### config.mk
export PLATFORM = sky130hd
export DESIGN_NAME = uart_tx_flat
export DESIGN_NICKNAME = d
export VERILOG_FILES = /design/src/rtl/uart_tx_if.sv /design/src/rtl/uart_tx.sv /design/src/flat_wrapper.sv
export SDC_FILE = /design/constraint.sdc
export NUM_CORES = 1
export LEC_CHECK = 0
export CORE_MARGIN = 2
export CORE_UTILIZATION = 60
export DETAILED_ROUTE_END_ITERATION = 8
export GPL_TIMING_DRIVEN = 0
export PLACE_DENSITY_LB_ADDON = 0.05
export SLEW_MARGIN = 5
export SYNTH_ARGS = -nofsm -noshare
export SYNTH_HDL_FRONTEND = slang
export SYNTH_SLANG_ARGS = --single-unit
### constraint.sdc
create_clock -name clk -period 8.4 [get_ports clk]
set_clock_uncertainty 0.15 [all_clocks]
set_input_delay 0.84 -clock clk [delete_from_list [all_inputs] [get_ports clk]]
set_output_delay 0.84 -clock clk [all_outputs]
set_load 0.01 [all_outputs]
### src/rtl/uart_tx_if.sv
// TX FIFO read port as seen by the UART transmit serializer.
// master = serializer (consumer), slave = FIFO memory (producer).
interface uart_tx_if #(
   parameter int unsigned DATASIZE = 8
);
   logic                fifo_empty;
   logic [DATASIZE-1:0] fifo_rdata;
   logic                fifo_rinc;

   modport master (
      input  fifo_empty,
      input  fifo_rdata,
      output fifo_rinc
   );

   modport slave (
      output fifo_empty,
      output fifo_rdata,
      input  fifo_rinc
   );
endinterface

### src/rtl/uart_tx.sv
// UART transmit serializer: pops bytes from the TX FIFO and frames them as
// start, LSB-first data, optional parity and 1-2 stop bits at a programmable bit period.
module uart_tx #(
   parameter int unsigned DATASIZE = 8,
   parameter int unsigned DIVW     = 16
) (
   input  logic            clk,
   input  logic            rst_n,
   input  logic            tx_en,
   input  logic [DIVW-1:0] baud_div,
   input  logic            parity_en,
   input  logic            parity_odd,
   input  logic            stop2,
   uart_tx_if.master       fifo,
   output logic            tx,
   output logic            busy,
   output logic            tx_done
);

   localparam int unsigned BW = (DATASIZE > 1) ? $clog2(DATASIZE) : 1;
   localparam logic [BW-1:0] LastBit = BW'(DATASIZE - 1);

   typedef enum logic [2:0] {StIdle, StStart, StData, StParity, StStop} state_e;

   state_e                state_q, state_d;
   logic [DIVW-1:0]       cnt_q, cnt_d;
   logic [BW-1:0]         bit_q, bit_d;
   logic                  stop_q, stop_d;
   logic [DATASIZE-1:0]   shift_q, shift_d;
   logic                  par_q, par_d;
   logic [DIVW-1:0]       div_q, div_d;
   logic                  par_en_q, par_en_d;
   logic                  stop2_q, stop2_d;
   logic                  tx_d, busy_d, done_d;
   logic                  bit_end;

   always_ff @(posedge clk or negedge rst_n) begin
      if (!rst_n) begin
         state_q  <= StIdle;
         cnt_q    <= '0;
         bit_q    <= '0;
         stop_q   <= 1'b0;
         shift_q  <= '0;
         par_q    <= 1'b0;
         div_q    <= '0;
         par_en_q <= 1'b0;
         stop2_q  <= 1'b0;
         tx       <= 1'b1;
         busy     <= 1'b0;
         tx_done  <= 1'b0;
      end else begin
         state_q  <= state_d;
         cnt_q    <= cnt_d;
         bit_q    <= bit_d;
         stop_q   <= stop_d;
         shift_q  <= shift_d;
         par_q    <= par_d;
         div_q    <= div_d;
         par_en_q <= par_en_d;
         stop2_q  <= stop2_d;
         tx       <= tx_d;
         busy     <= busy_d;
         tx_done  <= done_d;
      end
   end

   always_comb begin
      state_d        = state_q;
      cnt_d          = cnt_q;
      bit_d          = bit_q;
      stop_d         = stop_q;
      shift_d        = shift_q;
      par_d          = par_q;
      div_d          = div_q;
      par_en_d       = par_en_q;
      stop2_d        = stop2_q;
      fifo.fifo_rinc = 1'b0;
      bit_end        = (cnt_q == div_q);

      if (state_q != StIdle) begin
         cnt_d = bit_end ? '0 : cnt_q + DIVW'(1);
      end

      unique case (state_q)
         StIdle: begin
            if (tx_en && !fifo.fifo_empty) begin
               // Gated with rst_n so no pop can be lost while reset is asserted.
               fifo.fifo_rinc = rst_n;
               shift_d        = fifo.fifo_rdata;
               par_d          = (^fifo.fifo_rdata) ^ parity_odd;
               div_d          = baud_div;
               par_en_d       = parity_en;
               stop2_d        = stop2;
               cnt_d          = '0;
               bit_d          = '0;
               stop_d         = 1'b0;
               state_d        = StStart;
            end
         end
         StStart: begin
            if (bit_end) state_d = StData;
         end
         StData: begin
            if (bit_end) begin
               shift_d = shift_q >> 1;
               if (bit_q == LastBit) begin
                  bit_d   = '0;
                  state_d = par_en_q ? StParity : StStop;
               end else begin
                  bit_d = bit_q + BW'(1);
               end
            end
         end
         StParity: begin
            if (bit_end) state_d = StStop;
         end
         StStop: begin
            if (bit_end) begin
               if (stop_q == stop2_q) begin
                  stop_d  = 1'b0;
                  state_d = StIdle;
               end else begin
                  stop_d = 1'b1;
               end
            end
         end
         default: state_d = StIdle;
      endcase

      // Outputs are registered, so derive them from the next-state values.
      unique case (state_d)
         StStart:  tx_d = 1'b0;
         StData:   tx_d = shift_d[0];
         StParity: tx_d = par_d;
         default:  tx_d = 1'b1;
      endcase
      busy_d = (state_d != StIdle);
      done_d = (state_d == StStop) && (cnt_d == div_d) && (stop_d == stop2_d);
   end

endmodule

### src/flat_wrapper.sv
// flat-port wrapper written by rule: the top's interface ports become plain ports
module uart_tx_flat 
#(
   parameter int unsigned DATASIZE = 8,
   parameter int unsigned DIVW     = 16
)
  (clk, rst_n, tx_en, baud_div, parity_en, parity_odd, stop2, tx, busy, tx_done, fifo_fifo_empty, fifo_fifo_rdata, fifo_fifo_rinc);
  uart_tx_if #(.DATASIZE(DATASIZE)) fifo_i ();
  input  logic clk;
  input  logic rst_n;
  input  logic tx_en;
  input  logic [DIVW-1:0] baud_div;
  input  logic parity_en;
  input  logic parity_odd;
  input  logic stop2;
  output logic tx;
  output logic busy;
  output logic tx_done;
  input wire logic [$bits(fifo_i.fifo_empty)-1:0] fifo_fifo_empty;
  input wire logic [$bits(fifo_i.fifo_rdata)-1:0] fifo_fifo_rdata;
  output wire logic [$bits(fifo_i.fifo_rinc)-1:0] fifo_fifo_rinc;
  assign fifo_i.fifo_empty = fifo_fifo_empty;
  assign fifo_i.fifo_rdata = fifo_fifo_rdata;
  assign fifo_fifo_rinc = fifo_i.fifo_rinc;
  uart_tx #(.DATASIZE(DATASIZE), .DIVW(DIVW)) u_core (.clk(clk), .rst_n(rst_n), .tx_en(tx_en), .baud_div(baud_div), .parity_en(parity_en), .parity_odd(parity_odd), .stop2(stop2), .fifo(fifo_i), .tx(tx), .busy(busy), .tx_done(tx_done));
endmodule
==> results_slide.txt, run 1 <==
Key Metrics from the Run

Logic synthesis
  • Cell variety after synth: 48
  • XOR Share, Synth: 0.1403
  • Mean Syn Cell Area: 9.053 um2
  • Register area share after synthesis: 0.4430
  • Top cells by count: 77 x nand2_1, 52 x dfrtp_1, 34 x xnor2_1, 19 x nor2_1, 14 x xor2_1
  • Yosys simple share: 0.2468
  • Synthesis-stage register bit count: roughly 53
  • FFs w/ async S/R, synth: 1.000
  • Post-synth top flop: dfrtp_1
  • Post-Synth AOI/OAI Area: 0.1073
  • Cells after Synth: 331
  • Cell Area, Synth: 2997 um2
  • Area share, top type: 0.4342
  • Fa+ha+maj area frac: 0.01253
  • Cell area leaders: dfrtp_1 43%, xnor2_1 9.9%, nand2_1 9.6%, xor2_1 4.1%, nor2_1 2.4%
  • # Cells Yosys: 331

Power
  • Pwr Density: 271.4 nW/um2
  • VDD IR max: 0.0001630 V
  • Leak pwr: 0.001555 uW

Floorplanning
  • Core Box Area: 4755 um2
  • Chip Area: ~5600 um2
  • Fp util: 0.6303
  • IO Pins: 35

Global routing
  • Vias in the first global route: 2,300
  • GRT Util Overall: 0.2669
  • Overflow left after global routing: 0
  • Met1 Resource Use GR: 0.3840
  • Largest net degree at the start of global routing: 33
  • First-pass GRT wire length: 11,050 um
  • Most used routing layer: met2

Detailed routing
  • Max Used Layer: met4
  • Initial DRC count: 233
  • Routed wire length: 6818 um
  • Via count: approximately 2,500
  • Met3 WL: 420 um
  • Via/cell ratio: 5.603

Clock network
  • Post-CTS Setup Bufs: 0
  • Clk latency late pin: ~310 ps
  • Clock Tree Root: clkbuf_8
  • CTS max path bufs: 2

Worst hold path
  • Worst hold start: u_core.shift_q[2]
  • Hold path cells: 2
  • WHS Endpoint: u_core.shift_q[2]

Place
  • Post-DP HPWL: a little over 5000 um
  • Placement Cell Area: 3436 um2
  • Worst slack, placed: 4597 ps
  • Dpl cells: 433

Timing
  • Setup violators final: 0
  • Hold Slack: 327.8 ps
  • Final WS setup: 4848 ps
  • Tmin final: around 3600 ps
  • Cycle use final: 0.4228
  • Max-slew headroom: 0.5937
  • Setup TNS: 0 ps

Setup path
  • Crit-path cells: clkbuf_1 > or3_1 > buf_2 > nor2_1 > buf_2 > buf_1 > nand2_1 > nand2_1 > xor2_1 > nor3_1 > nand4_1 > nor4_2
  • R2r setup slk: a little under 5000 ps
  • Worst setup path endpoint: u_core.tx_done
  • Worst path depth: 12
  • R2R depth: 12
  • CP max stage delay: ~520 ps
  • Critical Path Source: u_core.state_q[2]
  • Delay-heaviest family, CP: simple AND/OR/NAND/NOR gates
  • Crit end category: register
  • R2R Path End: u_core.tx_done

Layout
  • Fraction of layout instances using a drive strength above 1: 0.05348
  • Non-filler cells in the finished layout: 441
  • Reg area: 1328 um2
  • Antenna diodes: 0
  • Area Growth Syn to Fin: 17.37%
  • Logic area: 1570 um2
  • Most frequent logic cell in the layout: nand2_1

Run status
  • Status: finished, final reports clean

Job
  • Warning total across the stage logs: 26
  • Max Cap Violations: 0
-- run 1: power by group --
part	leakage (uW)	internal (uW)	switching, uW	total (uW)
combinational	0.000838	185	213	398
sequential	0.000676	345	71.4	416
clock	0.0000422	58.7	81.7	140
-- run 1: flip-flops by register name (all words and copies together) (netlist names) --
signal	cells
u_core.shift_q	8
u_core.cnt_q	16
u_core.state_q	3
u_core.stop_q	1
u_core.tx	1
u_core.div_q	16
u_core.bit_q	3
u_core.par_en_q	1
u_core.tx_done	1
u_core.stop2_q	1
u_core.busy	1
u_core.par_q	1
-- run 1: cell type report --
type / instances / area share
timing repair buffer: 35 / 0.1010
multi-input combinational: 255 / 0.4465
clock inverter: 1 / 0.001423
tap: 67 / 0.02383
buffer: 15 / 0.01957
inverter: 8 / 0.008538
clock buffer: 7 / 0.02170
sequential: 53 / 0.3774
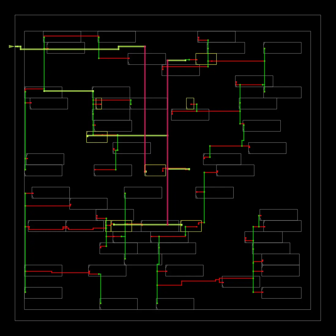
Run 1: the clock network
Clock Buffer Count: 7
Seq cells: 53
CTS buffer count: 5
sinks on the clock net: 53

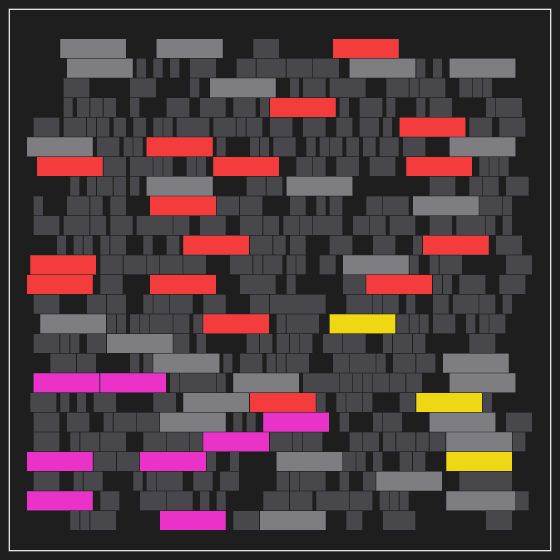
Run 1: sequential cells grouped by signal name
Other sequential cells in the stronger gray, the rest of the logic in the fainter gray.
| color | name in the netlist | sequential cells |
|---|---|---|
| yellow | u_core.state_q | 3 |
| magenta | u_core.shift_q | 8 |
| red | u_core.cnt_q | 16 |
not colored: 26

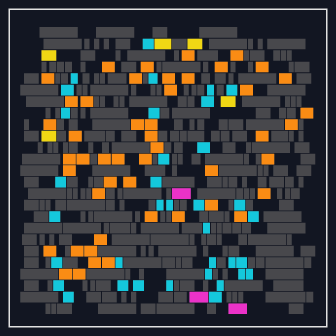
Run 1: gate families picked out
| color | family | cells |
|---|---|---|
| magenta | adder and majority cells | 3 |
| orange | XOR/XNOR gates | 48 |
| yellow | multiplexers | 5 |
| cyan | inverting AOI/OAI gates | 35 |

==> run 2: changes to the inputs <==
CORE_UTILIZATION = 56   (was 60)
clock period = 3.64 ns   (was 8.4 ns; I/O delays follow)
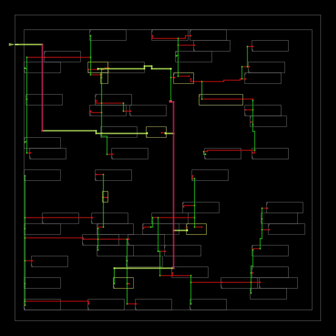
Run 2: the clock network
P_clk: 394 uW
clk latency late pin: 310 ps
Clock Buffer Count: 6

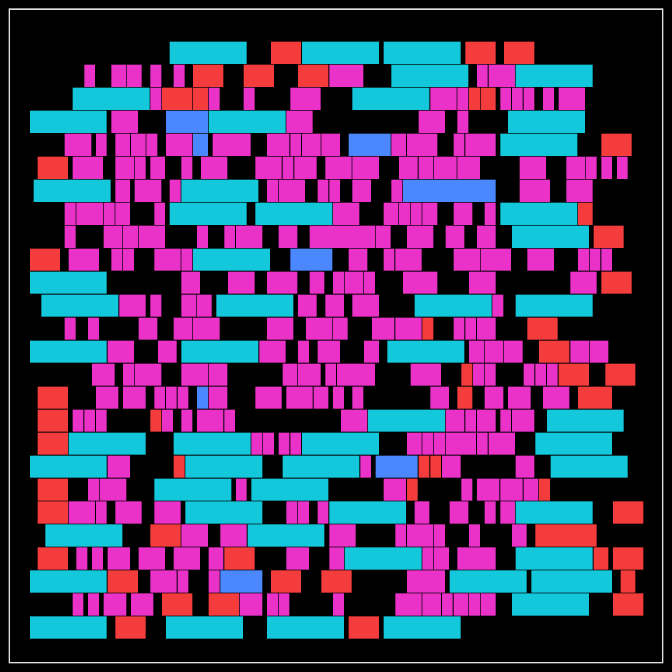
Run 2: cells colored by class
| color | class | cells | share of their area |
|---|---|---|---|
| red | other buffers and delay cells | 51 | 13% |
| blue | clock drivers and dummy loads | 8 | 3.1% |
| magenta | combinational and other logic | 263 | 46% |
| cyan | flops | 53 | 38% |

==> run 2 against run 1 <==
- wire length grew 0.50%
- sequential power grew 130%
- largest power group unchanged
- hold slack lost 1.1 ps
- final cell count grew 0.91%
- clock-buffer cell count shrank 1
- maximum frequency grew 8.1%
==> results_slide.txt, run 2 <==
Key Metrics from the Run

Run status
  • Status: finished, final reports clean

Power
  • Leak pwr: 0.001576 uW
  • Net Sw Frac: 0.3734
  • Combinational group share of total power: 0.405
  • Int Power: 1427 uW
  • Clk pwr share: 0.173
  • Pwr Density: 640.0 nW/um2
  • Biggest consumer: sequential cells
  • Sw power: 850.4 uW
  • VDD IR max: 0.0003937 V
  • Sequential Power: 960 uW
  • Logic power comb: 923 uW

Setup path
  • R2R depth: 10
  • R2R Path End: u_core.tx_done
  • R2r setup slk: 350 ps
  • CP max stage delay: 610 ps
  • Crit end category: register
  • Delay-heaviest family, CP: simple AND/OR/NAND/NOR gates
  • Slowest cell on crit path: nor4_4
  • Crit-path cells: buf_6 > xnor2_1 > nand4_1 > nor4_4 > clkbuf_1 > a21oi_1 > and2_1 > xnor2_1 > nand4_1 > nor4_2

Detailed routing
  • Initial DRC count: 148
  • Routed wire length: 6852 um
  • Met3 WL: 313 um
  • Max Used Layer: met4
  • Via count: approximately 2,500

Clock network
  • CTS max path bufs: 2
  • Post-CTS Setup Bufs: 0
  • Sinks on the clock net: 53
  • Clock Tree Root: clkbuf_8
  • CTS buffer count: 5

Logic synthesis
  • Area share, top type: 0.4342
  • Cell area leaders: dfrtp_1 43%, xnor2_1 9.9%, nand2_1 9.6%, xor2_1 4.1%, nor2_1 2.4%
  • Mean Syn Cell Area: 9.053 um2
  • Post-Synth AOI/OAI Area: 0.1073
  • Cell variety after synth: around 48
  • Yosys simple share: 0.2468
  • Cell Area, Synth: roughly 3000 um2
  • Synthesis-stage register bit count: approximately 53
  • Post-synth top flop: dfrtp_1
  • Cells after Synth: 331
  • FFs w/ async S/R, synth: 1.000
  • # Cells Yosys: 331

Timing
  • Hold Slack: 326.8 ps
  • Tmin final: 3287 ps
  • Cycle use final: 0.9029
  • Max-slew headroom: 0.5868
  • Setup violators final: 0
  • Final WS setup: roughly 350 ps
  • Setup TNS: 0 ps

Global routing
  • GRT Util Overall: 0.2460
  • Largest net degree at the start of global routing: 33
  • Met1 Resource Use GR: 0.3524
  • Initial antenna violation count: 0
  • Most used routing layer: met2
  • Overflow left after global routing: 0
  • Vias in the first global route: 2,400

Floorplanning
  • Fp util: 0.5830
  • Chip Area: 5952 um2
  • Core Box Area: ~5000 um2
  • IO Pins: 35

Worst hold path
  • Worst hold start: u_core.shift_q[5]
  • WHS Endpoint: u_core.shift_q[5]
  • Hold path cells: 2

Place
  • Placement Cell Area: approximately 3400 um2
  • Post-DP HPWL: 5159 um
  • Worst slack, placed: 219.0 ps
  • Dpl cells: between 400 and 500

Layout
  • Antenna diodes: 0
  • Reg area: 1328 um2
  • Fraction of layout instances using a drive strength above 1: 0.05867
  • Biggest regs: u_core.cnt_q x16, u_core.div_q x16, u_core.shift_q x8
  • Non-filler cells in the finished layout: 445
  • # fillers: 447
  • Logic area: 1570 um2
  • Area Growth Syn to Fin: 18.75%
  • Most frequent logic cell in the layout: nand2_1

Job
  • Warning total across the stage logs: 26
  • Max Cap Violations: 0
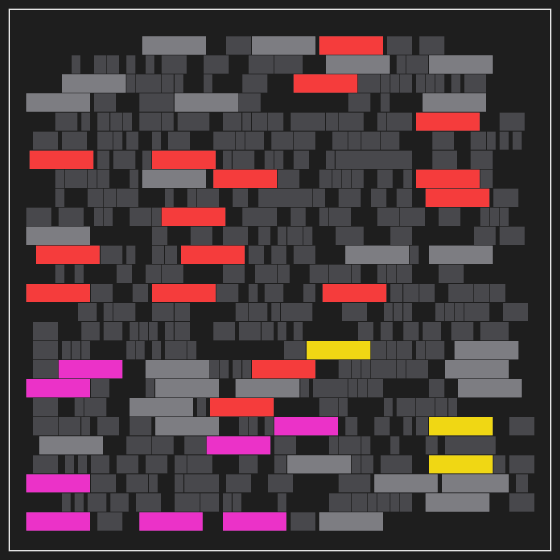
Run 2: sequential cells grouped by signal name
Other sequential cells in the stronger gray, the rest of the logic in the fainter gray.
| color | name in the netlist | sequential cells |
|---|---|---|
| yellow | u_core.state_q | 3 |
| red | u_core.cnt_q | 16 |
| magenta | u_core.shift_q | 8 |

==> run 2: cell counts after synthesis <==
Identical to the previous run, type by type.
==> run 2: worst max-delay path by stage <==
stage                           start  slack [ps]  cells past startpoint        endpoint
floorplan             u_core.cnt_q[3]         860                      9  u_core.tx_done
global placement                rst_n        -390                      3  fifo_fifo_rinc
detailed placement  u_core.state_q[2]         220                     12  u_core.tx_done
CTS                 u_core.state_q[2]         190                     12  u_core.tx_done
global route        u_core.state_q[1]         100                      9  u_core.tx_done
finish                u_core.cnt_q[2]         350                     10  u_core.tx_done
==> run 2: final cells by class <==
type,instances,share of cell area
inverter,8,0.008439
timing repair buffer,36,0.1027
multi-input combinational,255,0.4413
buffer,15,0.01969
clock inverter,2,0.009845
tap,70,0.02461
sequential,53,0.3731
clock buffer,6,0.02039
==> run 3: changes to the inputs <==
MAX_ROUTING_LAYER = met4   (was unset)
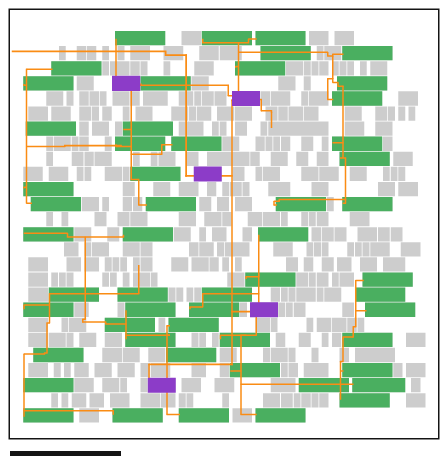
Run 3: clock network drawn from the DEF
The bar under the picture is 20 um long.
[orange] clock wires | length: 620 um
[purple] clock drivers | count: 5
[green] flip-flops | count: 53
flops lie: all over the die

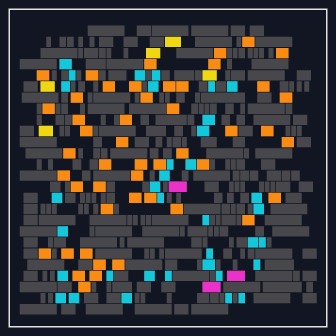
Run 3: gate families picked out
| color | family | cells |
|---|---|---|
| magenta | adder and majority cells | 3 |
| yellow | multiplexers | 5 |
| cyan | inverting AOI/OAI gates | 35 |
| orange | XOR/XNOR gates | 48 |

==> run 3 against run 2 <==
- sequential cell count stayed put
- critical endpoint unchanged
- wire length is 0.19% higher
- global-route usage is 0.73 points higher
- worst setup slack better by 17 ps
==> results_slide.txt, run 3 <==
Key Metrics from the Run

Layout
  • # fillers: 447
  • Most frequent logic cell in the layout: nand2_1
  • Biggest regs: u_core.cnt_q x16, u_core.div_q x16, u_core.shift_q x8
  • Area Growth Syn to Fin: 18.75%
  • Non-filler cells in the finished layout: 445
  • Seq cells: roughly 53
  • Combinational share of cell area: 0.4413
  • Logic area: between 1500 and 2000 um2
  • Flop share of the area: 0.3731

Logic synthesis
  • Cells after Synth: 331
  • XOR Share, Synth: 0.1403
  • Post-Synth AOI/OAI Area: 0.1073
  • Register area share after synthesis: 0.4430
  • Cell area leaders: dfrtp_1 43%, xnor2_1 9.9%, nand2_1 9.6%, xor2_1 4.1%, nor2_1 2.4%
  • Cell variety after synth: 48
  • Post-synth top flop: dfrtp_1

Floorplanning
  • Core Box Area: 5140 um2
  • IO Pins: 35
  • Tapcells: 70

Timing
  • Tmin final: 3270 ps
  • Max-slew headroom: 0.5869

Global routing
  • Largest net degree at the start of global routing: 33
  • Vias in the first global route: 2,397
  • Overflow left after global routing: 0
  • First-pass GRT wire length: 11,470 um

Run status
  • Status: finished, final reports clean

Job
  • Max Cap Violations: 0

Place
  • Placement Cell Area: 3440 um2
  • Worst slack, placed: 219.0 ps

Detailed routing
  • Met3 WL: between 300 and 400 um
  • Initial DRC count: 199
  • Routed wire length: 6865 um

Worst hold path
  • Hold path cells: 2
  • Worst hold start: u_core.shift_q[5]

Power
  • Pwr Density: 640.7 nW/um2
  • Leak pwr: 0.001576 uW

Clock network
  • CTS buffer count: 5
  • Sinks on the clock net: 53

Setup path
  • R2r setup slk: 370 ps
  • Delay-heaviest family, CP: simple AND/OR/NAND/NOR gates
  • Worst path depth: 9
  • R2R depth: 9
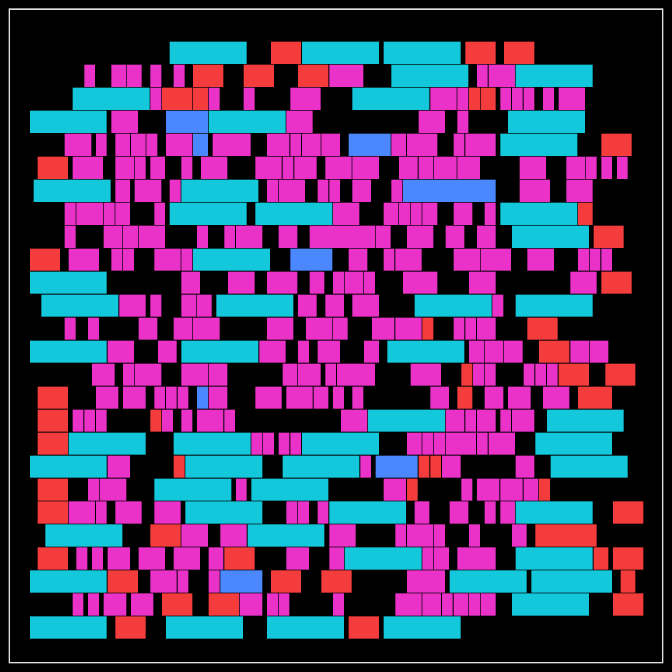
Run 3: cells colored by class
| color | class | cells | share of their area |
|---|---|---|---|
| cyan | flops | 53 | 38% |
| blue | clock drivers and dummy loads | 8 | 3.1% |
| magenta | combinational and other logic | 263 | 46% |
| red | other buffers and delay cells | 51 | 13% |

==> run 3: logic make-up (layout without fill, tap and decap cells) <==
kind of cell / count (synthesis) / after routing
simple gates: 154 / 154
flops: 53 / 53
xor+xnor: 48 / 48
compound gates: 45 / 45
buf+inv: 23 / 67
mux: 5 / 5
fa+ha+maj: 3 / 3
==> run 3: where the power goes <==
group | internal (uW) | switching [uW] | leakage [uW]
Sequential | 795 | 164 | 0.000676
Clock | 204 | 192 | 0.0000552
Combinational | 427 | 497 | 0.000845
Total | 1430 | 853 | 0.00158
==> run 3: tightest hold or removal path, delay by kind of cell (launching register included) <==
family	cells	cell delay, ps
DFF	1	350
and+or+nand+nor	2	100
Power figures rest on the tool's default switching activity, not on a simulated workload.
